## config.mk

```make
export PLATFORM = sky130hd
export DESIGN_NAME = qupls_wb_arbiter
export DESIGN_NICKNAME = d
export VERILOG_FILES = /design/src/rtl/qupls_wb_arbiter.sv
export SDC_FILE = /design/constraint.sdc
export NUM_CORES = 2
export LEC_CHECK = 0
export CAP_MARGIN = 10
export CORE_MARGIN = 3
export CORE_UTILIZATION = 41
export CTS_CLUSTER_DIAMETER = 60
export DETAILED_ROUTE_END_ITERATION = 10
export GPL_TIMING_DRIVEN = 0
export PLACE_DENSITY = 0.6
export SLEW_MARGIN = 20
export SYNTH_ARGS = -nofsm -noshare
export SYNTH_HDL_FRONTEND = slang
export SYNTH_SLANG_ARGS = --single-unit
```

## constraint.sdc

```tcl
create_clock -name clk -period 12.1 [get_ports clk]
set_clock_uncertainty 0.1 [all_clocks]
set_input_delay 2.42 -clock clk [delete_from_list [all_inputs] [get_ports clk]]
set_output_delay 2.42 -clock clk [all_outputs]
set_load 0.05 [all_outputs]
```

## src/rtl/qupls_wb_arbiter.sv

```systemverilog
// Writeback arbiter: buffers functional-unit results in per-source skid FIFOs and
// round-robins the FIFO heads onto NWB registered ROB writeback ports.
module qupls_wb_arbiter #(
  parameter int unsigned NSRC  = 7,
  parameter int unsigned NWB   = 2,
  parameter int unsigned DEPTH = 2,
  parameter int unsigned RNDXW = 5,
  parameter int unsigned DW    = 64
) (
  input  logic                   clk,
  input  logic                   rst,
  input  logic                   flush,
  input  logic [NSRC-1:0]        src_v,
  input  logic [NSRC*RNDXW-1:0]  src_rndx,
  input  logic [NSRC*DW-1:0]     src_res,
  input  logic [NSRC*8-1:0]      src_exc,
  output logic [NSRC-1:0]        src_rdy,
  output logic [NWB-1:0]         wb_v,
  output logic [NWB*RNDXW-1:0]   wb_rndx,
  output logic [NWB*DW-1:0]      wb_res,
  output logic [NWB*8-1:0]       wb_exc,
  output logic [NWB*3-1:0]       wb_src,
  output logic [15:0]            stall_cnt
);

  localparam int unsigned PW = (DEPTH > 1) ? $clog2(DEPTH) : 1;
  localparam int unsigned CW = $clog2(DEPTH + 1);
  localparam int unsigned RW = (NSRC > 1) ? $clog2(NSRC) : 1;
  localparam int unsigned EW = RNDXW + DW + 8;
  localparam logic [CW-1:0] DepthC = CW'(DEPTH);
  localparam logic [RW:0]   NsrcC  = (RW + 1)'(NSRC);

  typedef logic [EW-1:0] entry_t;

  entry_t        mem_q    [NSRC][DEPTH];
  logic [PW-1:0] wr_ptr_q [NSRC];
  logic [PW-1:0] rd_ptr_q [NSRC];
  logic [CW-1:0] count_q  [NSRC];
  logic [CW-1:0] count_d  [NSRC];
  logic [RW-1:0] rr_ptr_q;
  logic [RW-1:0] rr_ptr_d;

  entry_t          src_ent [NSRC];
  entry_t          head    [NSRC];
  logic [NSRC-1:0] push;
  logic [NSRC-1:0] pop;
  logic [NSRC-1:0] nonempty;
  logic [NSRC-1:0] rot;
  logic [NSRC-1:0] taken;

  logic [NWB-1:0] gnt_v;
  logic [RW-1:0]  gnt_off [NWB];
  logic [RW:0]    gnt_sum [NWB];
  logic [RW-1:0]  gnt_src [NWB];
  entry_t         gnt_ent [NWB];

  always_comb begin
    for (int s = 0; s < NSRC; s++) begin
      src_ent[s]  = {src_rndx[s*RNDXW +: RNDXW], src_res[s*DW +: DW], src_exc[s*8 +: 8]};
      head[s]     = mem_q[s][rd_ptr_q[s]];
      nonempty[s] = (count_q[s] != '0);
      push[s]     = src_v[s] & src_rdy[s] & ~flush;
    end
  end

  // Rotate occupancy so bit 0 is the source at rr_ptr; grants are then offsets in scan order.
  always_comb begin
    rot   = NSRC'({nonempty, nonempty} >> rr_ptr_q);
    taken = '0;
    gnt_v = '0;
    for (int k = 0; k < NWB; k++) begin
      gnt_off[k] = '0;
      for (int i = 0; i < NSRC; i++) begin
        if (!gnt_v[k] && rot[i] && !taken[i]) begin
          gnt_v[k]   = 1'b1;
          gnt_off[k] = RW'(i);
          taken[i]   = 1'b1;
        end
      end
    end
  end

  always_comb begin
    pop      = '0;
    rr_ptr_d = rr_ptr_q;
    for (int k = 0; k < NWB; k++) begin
      gnt_sum[k] = {1'b0, rr_ptr_q} + {1'b0, gnt_off[k]};
      if (gnt_sum[k] >= NsrcC) begin
        gnt_sum[k] = gnt_sum[k] - NsrcC;
      end
      gnt_src[k] = gnt_sum[k][RW-1:0];
      gnt_ent[k] = '0;
      for (int s = 0; s < NSRC; s++) begin
        if (gnt_v[k] && gnt_src[k] == RW'(s)) begin
          pop[s]     = 1'b1;
          gnt_ent[k] = head[s];
        end
      end
      // Ports fill in scan order, so the highest valid port holds the last granted source.
      if (gnt_v[k]) begin
        rr_ptr_d = (gnt_src[k] == RW'(NSRC - 1)) ? '0 : gnt_src[k] + 1'b1;
      end
    end
  end

  always_comb begin
    for (int s = 0; s < NSRC; s++) begin
      case ({push[s], pop[s]})
        2'b10:   count_d[s] = count_q[s] + 1'b1;
        2'b01:   count_d[s] = count_q[s] - 1'b1;
        default: count_d[s] = count_q[s];
      endcase
    end
  end

  // Storage is not reset; pointers and counts define validity.
  always_ff @(posedge clk) begin
    for (int s = 0; s < NSRC; s++) begin
      if (push[s]) begin
        mem_q[s][wr_ptr_q[s]] <= src_ent[s];
      end
    end
  end

  always_ff @(posedge clk) begin
    if (rst) begin
      for (int s = 0; s < NSRC; s++) begin
        wr_ptr_q[s] <= '0;
        rd_ptr_q[s] <= '0;
        count_q[s]  <= '0;
      end
      rr_ptr_q  <= '0;
      src_rdy   <= '1;
      wb_v      <= '0;
      wb_rndx   <= '0;
      wb_res    <= '0;
      wb_exc    <= '0;
      wb_src    <= '0;
      stall_cnt <= '0;
    end else begin
      if (!(&src_rdy) && stall_cnt != 16'hFFFF) begin
        stall_cnt <= stall_cnt + 16'd1;
      end
      if (flush) begin
        for (int s = 0; s < NSRC; s++) begin
          wr_ptr_q[s] <= '0;
          rd_ptr_q[s] <= '0;
          count_q[s]  <= '0;
        end
        rr_ptr_q <= '0;
        src_rdy  <= '1;
        wb_v     <= '0;
      end else begin
        for (int s = 0; s < NSRC; s++) begin
          if (push[s]) begin
            wr_ptr_q[s] <= wr_ptr_q[s] + 1'b1;
          end
          if (pop[s]) begin
            rd_ptr_q[s] <= rd_ptr_q[s] + 1'b1;
          end
          count_q[s] <= count_d[s];
          // Registered ready ignores a same-cycle pop into a full FIFO.
          src_rdy[s] <= (count_d[s] < DepthC);
        end
        rr_ptr_q <= rr_ptr_d;
        for (int k = 0; k < NWB; k++) begin
          wb_v[k] <= gnt_v[k];
          if (gnt_v[k]) begin
            wb_rndx[k*RNDXW +: RNDXW] <= gnt_ent[k][EW-1 -: RNDXW];
            wb_res[k*DW +: DW]        <= gnt_ent[k][8 +: DW];
            wb_exc[k*8 +: 8]          <= gnt_ent[k][7:0];
            wb_src[k*3 +: 3]          <= 3'(gnt_src[k]);
          end
        end
      end
    end
  end

  for (genvar g = 0; g < NSRC; g++) begin : g_occ_chk
    assert property (@(posedge clk) disable iff (rst) count_q[g] <= DepthC);
  end

endmodule

```

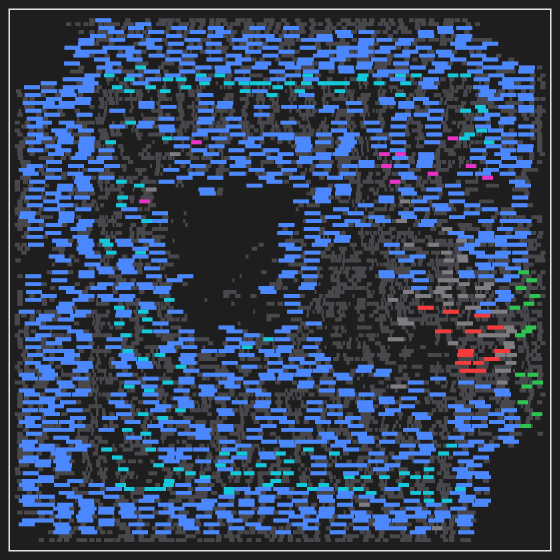
*Sequential cells coloured by netlist name*
Other sequential cells in the stronger grey, the rest of the logic in the fainter grey.
Key: wb_res = cyan [placed flops 128]; stall_cnt = green [placed flops 16, where right middle]; mem_q = blue [placed flops 1,078, where widely spread]; count_q = red [placed flops 14]; wb_rndx = magenta [placed flops 10]

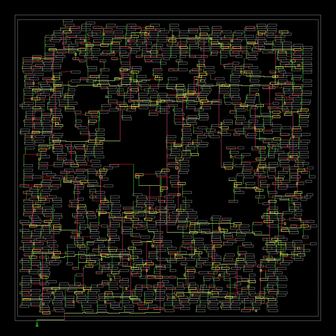
*Clock nets*
clk_buf instances: 201
Insertion Delay late pin: 0.79 ns
Flops: 1,294
CTS buffer count: 148

==> impl_metrics.toml <==
# synthesis and place-and-route metrics
[finish]
largest_reg_flops = 1078
nFillCells = 11080
lay_top_count = "edfxtp_1"
postLayoutCoreUtil_pct = 53.86
instances_no_fill = 6857
drive_gt1_share_pct = 11.51
fin_area_um2 = 71430
syn_to_final_growth_pct = 29.44
finalNetCount = 5486

[floorplanning]
fp-utilization_pct = 41.61
coreArea_um2 = 132600
die_h_um = 372.9
rows = 133
fp.dieArea_um2 = 139000
ios = 734

[clocking]
cts_buffer_depth = 3
cts_tree = "done"
cts_resized = 0
cts_sinks = 1294
hold_buffers = 0
cts-root-buf = "clkbuf_16"

[final_timing]
hold_slack_ns = 0.3696
period_used_pct = 86.71
period_needed_ns = 10.49
finalMaxSlewViolations = 0
fin_tns_setup_ns = 0
worst_pin_slew_ns = 1.297
fin_ws_ns = 1.608
fmax_mhz = 95.31

[place]
io_buffers = 732
place.gp.congestion = 0.9193
dp_slack_ns = 1.867
dp_hpwl_mm = 171.4
dp.cells = 6521

[synthesis]
synthesis.area_um2 = 55190
numSynthFlops = 1294
synth_cell_type_count = 76
synthCells = 3960
async_flop_share_pct = 0
top_cells_by_count = "1,102 x edfxtp_1, 384 x mux2i_1, 355 x nor2_1, 228 x clkbuf_1, 210 x nand2_1"
yosysChipArea_um2 = 55190
ys_cells = 3960

[worst_hold_path]
hold_path_depth = 1
hp-start = "wb_res[6]$_SDFFE_PP0P_"

[drt]
drt-vias-per-instance = 6.062
num_vias = 41560
wirelength_mm = 224.3
drt_iter0_markers = 5139
first_pass_iters = 6
wl_per_cell_um = 32.71

[global_routing]
grt_pass1_wl_mm = 307.4
grt_max_degree = 24
antenna_found_initial = 97
grt-ovfl-total = 0

[setup_path]
start_kind = "flip-flop"
slowest_delay_ns = 0.95
cpMostUsedCell = "clkbuf_1"
worstPathArrival_ns = 10.94
crit_type = "flip-flop to flip-flop"
cp_max_fo = 11
reg2reg_from = "rr_ptr_q[0]$_SDFFE_PN0P_"
crit-reg2reg-capture = "count_q[3][1]$_SDFFCE_PN0P_"

[outcome]
outcome = "finished, final reports clean"
cell families (layout without fill, tap and decap cells):
group	after synthesis	after routing	share of synthesized area [%]
mux	562	562	10.66
flops	1294	1294	66.93
other cells	1	71	0.006795
xor+xnor	37	37	0.5872
buf+inv	333	1405	2.492
compound gates	885	885	12.19
simple gates	827	827	6.627
fa+ha+maj	21	21	0.5033
metal layers:
layer / vias to the layer above / wire length, µm / track usage [%]
met5: - / 179 / 0
met3: 461 / 22050 / 8.354
met4: 24 / 9654 / 14.96
li1: 17610 / - / -
met2: 2508 / 101300 / 47.55
met1: 20960 / 91090 / 41.64
area by class of cell:
| type | instances | area (µm²) | share of cell area [%] |
|---|---|---|---|
| Antenna cell | 65 | 162.7 | 0.2277 |
| Buffer | 298 | 1267 | 1.774 |
| Clock buffer | 201 | 4101 | 5.742 |
| Clock inverter | 70 | 714.4 | 1.000 |
| Inverter | 35 | 131.4 | 0.1839 |
| Multi-Input combinational cell | 2338 | 17050 | 23.87 |
| Sequential cell | 1294 | 36940 | 51.71 |
| Tap cell | 1755 | 2196 | 3.074 |
| Timing Repair Buffer | 801 | 8871 | 12.42 |
critical path, delay by kind of cell (launching register included):
| kind | cells | cell delay (ns) |
|---|---|---|
| flops | 1 | 0.48 |
| compound gates | 5 | 1.41 |
| simple gates | 7 | 1.24 |
| fa+ha+maj | 4 | 1.60 |
| mux | 1 | 0.71 |
| xor+xnor | 2 | 1.07 |
| buf+inv | 9 | 3.61 |
